==> config.mk <==
export PLATFORM = sky130hd
export DESIGN_NAME = row_shared_mem_arbiter
export DESIGN_NICKNAME = d
export VERILOG_FILES = /design/src/rtl/row_shared_mem_arbiter.sv
export SDC_FILE = /design/constraint.sdc
export NUM_CORES = 1
export LEC_CHECK = 0
export CORE_AREA = 2 2 202 204
export DETAILED_ROUTE_END_ITERATION = 6
export DIE_AREA = 0 0 204 206
export GPL_ROUTABILITY_DRIVEN = 0
export GPL_TIMING_DRIVEN = 1
export SYNTH_ARGS = -nofsm -noshare
export SYNTH_HDL_FRONTEND = slang
export SYNTH_SLANG_ARGS = --single-unit
==> constraint.sdc <==
create_clock -name clk -period 9.05 [get_ports clk]
set_clock_uncertainty 0.15 [all_clocks]
set_input_delay 1.81 -clock clk [delete_from_list [all_inputs] [get_ports clk]]
set_output_delay 1.81 -clock clk [all_outputs]
set_load 0.005 [all_outputs]
==> src/rtl/row_shared_mem_arbiter.sv <==
// row_shared_mem_arbiter: round-robin URAM arbiter for one row of cores with lock, tagged read return and emptied flag.
// Define ARB_TIMEOUT_EN to add a watchdog that forces release after MAX_HOLD_CYCLES granted cycles.
module row_shared_mem_arbiter #(
  parameter int NUM_CORES       = 8,
  parameter int ADDR_WIDTH      = 12,
  parameter int DATA_WIDTH      = 32,
  parameter int RD_LATENCY      = 2,
  parameter int MAX_HOLD_CYCLES = 256
) (
  input  logic                            clk,
  input  logic                            reset,
  input  logic [NUM_CORES-1:0]            i_core_req,
  input  logic [NUM_CORES-1:0]            i_core_locked,
  output logic [NUM_CORES-1:0]            o_core_grant,
  input  logic [NUM_CORES-1:0]            i_core_en,
  input  logic [NUM_CORES*ADDR_WIDTH-1:0] i_core_addr,
  input  logic [NUM_CORES*DATA_WIDTH-1:0] i_core_wr_data,
  input  logic [NUM_CORES-1:0]            i_core_wr_en,
  output logic                            o_uram_en,
  output logic [ADDR_WIDTH-1:0]           o_uram_addr,
  output logic [DATA_WIDTH-1:0]           o_uram_wr_data,
  output logic                            o_uram_wr_en,
  input  logic [DATA_WIDTH-1:0]           i_uram_rd_data,
  output logic [DATA_WIDTH-1:0]           o_core_rd_data,
  output logic [NUM_CORES-1:0]            o_core_rd_valid,
  output logic                            o_uram_emptied,
  output logic                            o_timeout
);
  localparam int IW = $clog2(NUM_CORES);
  typedef enum logic [1:0] {IDLE, GRANT, RELEASE} state_t;
  state_t state, state_nxt;
  logic [IW-1:0] owner, owner_nxt, rr_ptr, rr_ptr_nxt, pick, idx, owner_inc;
  logic [NUM_CORES-1:0] req_ok, owner_oh;
  logic own, keep, force_rel, rd_issue;
  logic [RD_LATENCY-1:0] vld;
  logic [IW-1:0] tag [RD_LATENCY];

  if (NUM_CORES < 2 || RD_LATENCY < 1 || MAX_HOLD_CYCLES < 2) begin : g_bad_cfg
    $error("row_shared_mem_arbiter: unsupported parameter set");
  end

  assign own = state == GRANT;
  assign owner_oh = NUM_CORES'(1) << owner;
  assign owner_inc = (owner == IW'(NUM_CORES - 1)) ? '0 : owner + 1'b1;
  assign keep = i_core_req[owner] | i_core_locked[owner];
  assign rd_issue = own & i_core_en[owner] & ~i_core_wr_en[owner];

  assign o_core_grant = own ? owner_oh : '0;
  assign o_uram_en = own & i_core_en[owner];
  assign o_uram_wr_en = own & i_core_en[owner] & i_core_wr_en[owner];
  assign o_uram_addr = own ? i_core_addr[int'(owner)*ADDR_WIDTH +: ADDR_WIDTH] : '0;
  assign o_uram_wr_data = own ? i_core_wr_data[int'(owner)*DATA_WIDTH +: DATA_WIDTH] : '0;
  assign o_core_rd_valid = vld[RD_LATENCY-1] ? NUM_CORES'(1) << tag[RD_LATENCY-1] : '0;
  assign o_core_rd_data = vld[RD_LATENCY-1] ? i_uram_rd_data : '0;

  // Lowest offset from rr_ptr wins, so scan from the far end and let nearer hits overwrite.
  always_comb begin
    pick = '0;
    idx = '0;
    for (int i = NUM_CORES - 1; i >= 0; i--) begin
      idx = IW'((int'(rr_ptr) + i) % NUM_CORES);
      if (req_ok[idx]) pick = idx;
    end
  end

  always_comb begin
    state_nxt = state;
    owner_nxt = owner;
    rr_ptr_nxt = rr_ptr;
    case (state)
      IDLE: if (|req_ok) begin
        state_nxt = GRANT;
        owner_nxt = pick;
      end
      GRANT: if (force_rel || !keep) begin
        state_nxt = RELEASE;
        rr_ptr_nxt = owner_inc;
      end
      default: state_nxt = IDLE;
    endcase
  end

  always_ff @(posedge clk) begin
    if (!reset) begin
      state <= IDLE;
      owner <= '0;
      rr_ptr <= '0;
      vld <= '0;
      o_uram_emptied <= 1'b1;
    end else begin
      state <= state_nxt;
      owner <= owner_nxt;
      rr_ptr <= rr_ptr_nxt;
      vld <= RD_LATENCY'({vld, rd_issue});
      o_uram_emptied <= state == IDLE && !(|i_core_req) && !(|vld);
    end
  end

  // Tags need no reset: they are only looked at alongside a set valid bit.
  always_ff @(posedge clk) begin
    tag[0] <= owner;
    for (int i = 1; i < RD_LATENCY; i++) tag[i] <= tag[i-1];
  end

`ifdef ARB_TIMEOUT_EN
  localparam int HW = $clog2(MAX_HOLD_CYCLES);
  logic [HW-1:0] hold;
  logic [NUM_CORES-1:0] evicted;

  assign force_rel = hold == HW'(MAX_HOLD_CYCLES - 1);
  assign req_ok = i_core_req & ~evicted;

  // An evicted core stays masked until it lowers both req and locked.
  always_ff @(posedge clk) begin
    if (!reset) begin
      hold <= '0;
      evicted <= '0;
      o_timeout <= 1'b0;
    end else begin
      hold <= own ? hold + 1'b1 : '0;
      o_timeout <= own & force_rel;
      evicted <= (evicted & (i_core_req | i_core_locked)) | ((own & force_rel) ? owner_oh : '0);
    end
  end
`else
  assign force_rel = 1'b0;
  assign req_ok = i_core_req;
  assign o_timeout = 1'b0;
`endif
endmodule

run_1/clock_map.png
(3 px per µm)
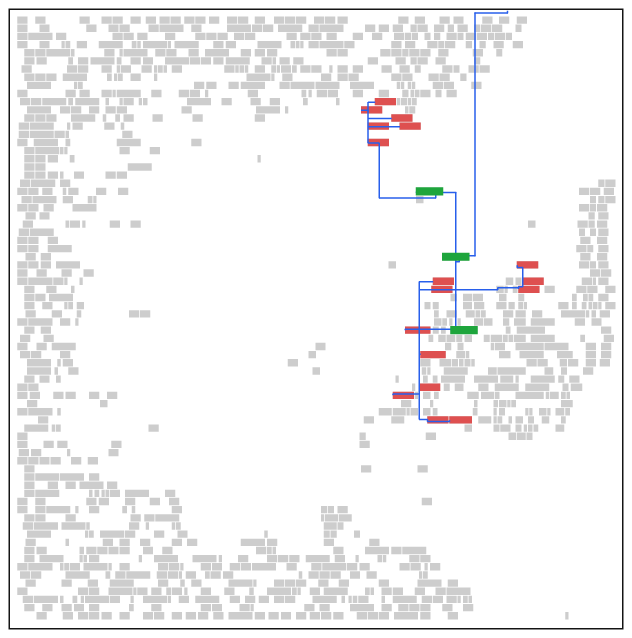
flip-flops -> red  # count 17
clock wires -> blue  # length 393 µm
cells driving clock nets -> green  # count 3
routed clock nets = 4

run_1/density.png
(1.5 px per µm) 20 x 21 tiles, from white (low) to dark blue (high), 0 to 100% covered.
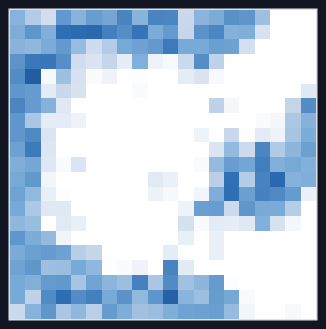
nearly empty tiles = 41%
fullest tile = 82%
mean over tiles = 24%
emptiest ninth of the die = center
tiles over 75% full = 1.4%

==> notes.md, run 1 <==
flow finished, numbers: Clock buffer cells=3, full die area=~0.042 mm², vias per inst=roughly 4.2, relative slew slack=0.365, FP Rows=roughly 74, status=finished, final reports clean, reg2reg end=owner[1], sequential share of the synthesized area=0.0697, DR vias=approximately 6,400, synth warn=0, fin cells=roughly 1,500, Initial Util=0.121, f_max=174 MHz, nets=1,408, Seq cells=17, Post-Syn Area=just under 0.005 mm², Peak supply drop=approximately 66 µV, Top Layout Cells=clkdlybuf4s50_1, nand2_1, mux4_2, reg2reg path depth=8, Final Cell Area=approximately 0.011 mm², die span in x=between 200 and 250 µm, post-route DRC violation count=0, Data buffer area share=0.490, dominant kind of cell=non-clock buffers, Synthesized Nets=938, post-route ant nets=0, final setup fails=0, Seq area share=0.0330, power per cell area=108 mW/mm², Ports=514, area delta synth->final=117%, final hold violations=0, synth unique cells=53, hold_ws=roughly 0.18 ns, most numerous logic cell after layout=clkdlybuf4s50_1, Crit path top cell by count=clkdlybuf4s50_1, P_leak=~3.6 nW, clk sink count=17, Compound Share, Synth=0.108, First-pass DRT Iterations=6, TritonCTS buffer count=3, clk latency late pin=between 0.2 and 0.3 ns, non-clock buffer count=roughly 520, Reg clk slew, reported paths=roughly 0.05 ns, Max clock buf depth=2, crit path from=i_core_en[3], ant diodes=10, Buffers on Ports=around 500, root buffer cell=clkbuf_16, CP endpoint=o_uram_wr_en, Clk power=around 0.094 mW, Critical Path RT=7.09 ns, CP Cell Sequence=clkdlybuf4s50_1 -> mux4_2 -> mux2i_1 -> nor3_1 -> clkdlybuf4s50_1, DP HPWL=~26,000 µm, Iteration-0 DRC Markers=350, Flop area=approximately 350 µm², OpenROAD warning count=31, cells in synth_stat.txt=around 510, nonclk inv count=8, Most flops, register=tag, Max power group=combinational cells, total track usage=0.136, Synth Flop Type=dfxtp_1, initial antenna violation count=11, Seq pwr share=0.121, RSZ-0062 raised after global routing=false, sequential power=between 0.1 and 0.15 mW, Post-CTS Hold Buffers=0, Comb power=slightly above 0.9 mW, Hold Startpoint=tag[0][2], Post-CTS Setup Bufs=0, Crit Path Class=in2out, global-route wire length before repair=between 40,000 and 50,000 µm, Comb pwr share=0.796, largest net degree at the start of global routing=52, global route overflow=0, Worst setup SP type=input port, net switching power=approximately 0.45 mW, worst-path fanout max=2, XOR/XNOR Area Share=0.00538, CP top delay family=multiplexers, Max Transition Viols Final=0, Global Route met1 Usage=0.165, Crit-path slowest cell=clkdlybuf4s50_1, Crit path depth=5, critical path buffer and inverter count=2, Die Height=between 200 and 250 µm, clock network fraction of design power=0.082, Util after Layout=0.263
run_1/final_congestion.png
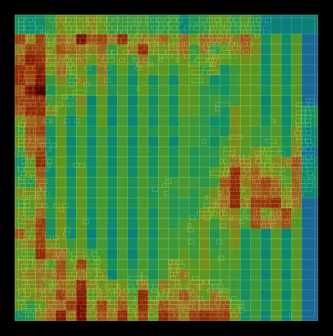
busiest grt layer: met2
wire per inst: 20.2 µm

run 1: cells in the mapped netlist, types with 3 or more instances:
master	count	share of area
a31oi_1	3	0.0038
nand2_1	100	0.077
clkbuf_1	29	0.022
dfxtp_1	17	0.070
ha_1	8	0.021
o221ai_1	3	0.0054
mux2i_4	3	0.014
buf_4	3	0.0046
a21oi_1	53	0.054
inv_1	7	0.0054
mux4_1	4	0.022
nor3_1	10	0.010
nor2_1	19	0.015
mux2_2	8	0.018
nor4_1	4	0.0051
nor2b_1	4	0.0051
a211oi_1	4	0.0062
mux2i_1	11	0.023
nand2b_1	7	0.0090
nand3_1	8	0.0082
buf_6	4	0.0092
buf_2	14	0.014
and3_1	7	0.0090
and2_1	37	0.047
o21ai_0	10	0.010
buf_1	4	0.0031
mux4_2	98	0.45
## Run 2: what changed since run 1
CORE_AREA = 2 2 201 203   (was 2 2 202 204)
DIE_AREA = 0 0 203 205   (was 0 0 204 206)
clock period = 5.1 ns   (was 9.05 ns; I/O delays follow)
run_2/clock_map.png
(3 px per µm)
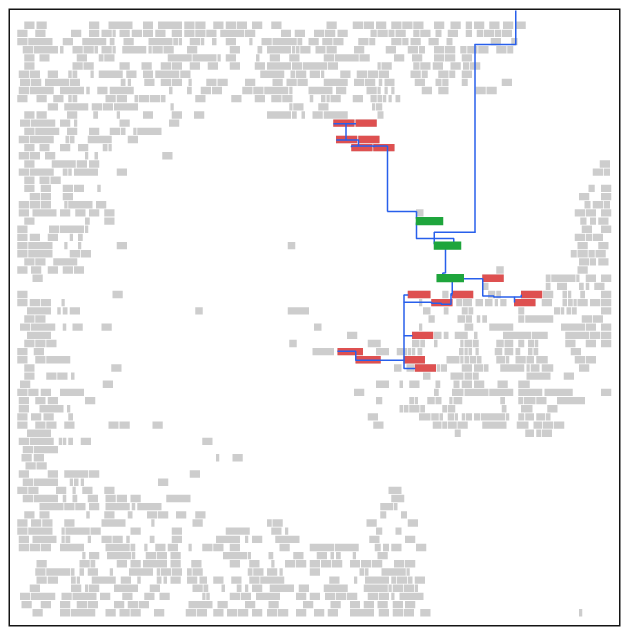
clock wires -> blue  # length 328 µm
flip-flops -> red  # count 17
cells driving clock nets -> green  # count 3
routed clock nets = 4

run_2/pdn.png
(2 px per µm) Pins as bars on the die edge.
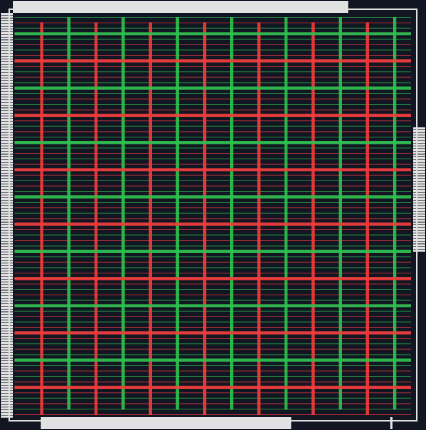
VSS -> red
VDD -> green
met5 straps = 14
signal pins = 514

==> notes.md, run 2 <==
flow finished, numbers: status=finished, final reports clean (unchanged), initial antenna violation count=9 (was 11), crit path from=owner[0] (was i_core_en[3]), non-clock buffer count=524 (was 520), Final Cell Area=0.0106 mm² (about the same), Synth top cell by count=nand2_1 (unchanged), Iteration-0 DRC Markers=393 (was 350), XOR/XNOR Area Share=0.00538 (unchanged), Cell area leaders=mux4_2, nand2_1, dfxtp_1 (unchanged), CP Cell Sequence=buf_12 -> mux4_2 -> nand2_1 -> a21oi_1 -> clkdlybuf4s50_1 (was clkdlybuf4s50_1 -> mux4_2 -> mux2i_1 -> nor3_1 -> clkdlybuf4s50_1), Compound Share, Synth=0.108 (unchanged), hold_ws=0.176 ns (was 0.175 ns), Top-area cell share=0.452 (unchanged), post-route ant nets=0 (unchanged), Top Layout Cells=clkdlybuf4s50_1, nand2_1, mux4_2 (unchanged), clk latency late pin=0.25 ns (was 0.26 ns), die span in x=203 µm (was 204 µm), CP endpoint=o_uram_addr[2] (was o_uram_wr_en), P_leak=3.59 nW (was 3.57 nW), post-route DRC violation count=0 (unchanged), Seq area share=0.0329 (was 0.0330), synth warn=0 (unchanged), nets=1,412 (was 1,408), DR vias=6,364 (was 6,421), Peak supply drop=115 µV (was 66.2 µV), Synth Flop Type=dfxtp_1 (unchanged), relative slew slack=0.437 (was 0.365), Util after Layout=0.269 (was 0.263), net switching power=0.793 mW (was 0.449 mW), Seq cells=17 (unchanged), Data buffer area share=0.494 (was 0.490), fin cells=1,514 (was 1,523), area delta synth->final=117% (about the same), reg2reg path depth=8 (unchanged), FP Rows=73 (was 74), worst-path fanout max=49 (was 2), Clock buffer cells=3 (unchanged), RSZ-0062 raised after global routing=false (unchanged), Clk power=0.161 mW (was 0.0938 mW), clock network fraction of design power=0.079 (was 0.082), Comb power=1.63 mW (was 0.907 mW), First-pass DRT Iterations=5 (was 6), final hold violations=0 (unchanged), Die Height=205 µm (was 206 µm), Crit Path Class=reg2out (was in2out), Reg clk slew, reported paths=0.06 ns (was 0.05 ns), Post-Syn Area=0.00488 mm² (unchanged), Max power group=combinational cells (unchanged), global-route wire length before repair=43,500 µm (was 42,600 µm), Most flops, register=tag (unchanged), root buffer cell=clkbuf_16 (unchanged)
-- run 2: worst max-delay path: cells and delay by family (launching register included) --
kind	cells	cell delay, ns
AND/OR/NAND/NOR	1	0.13
flip-flops	1	0.84
AND-OR/OR-AND	1	0.12
buffers and inverters	2	0.91
multiplexers	1	0.56
-- run 2: routing by layer --
| layer | track usage | part of all wire | wire length, µm | up-vias |
|---|---|---|---|---|
| li1 | - | - | - | 2931 |
| met1 | 0.168 | 0.38 | 11900 | 3109 |
| met2 | 0.252 | 0.53 | 16400 | 300 |
| met3 | 0.0323 | 0.077 | 2390 | 16 |
| met4 | 0.0242 | 0.0071 | 220 | 8 |
| met5 | 0 | 0.0016 | 48 | - |
No activity file was given, so power comes from the tool's default toggle rates.
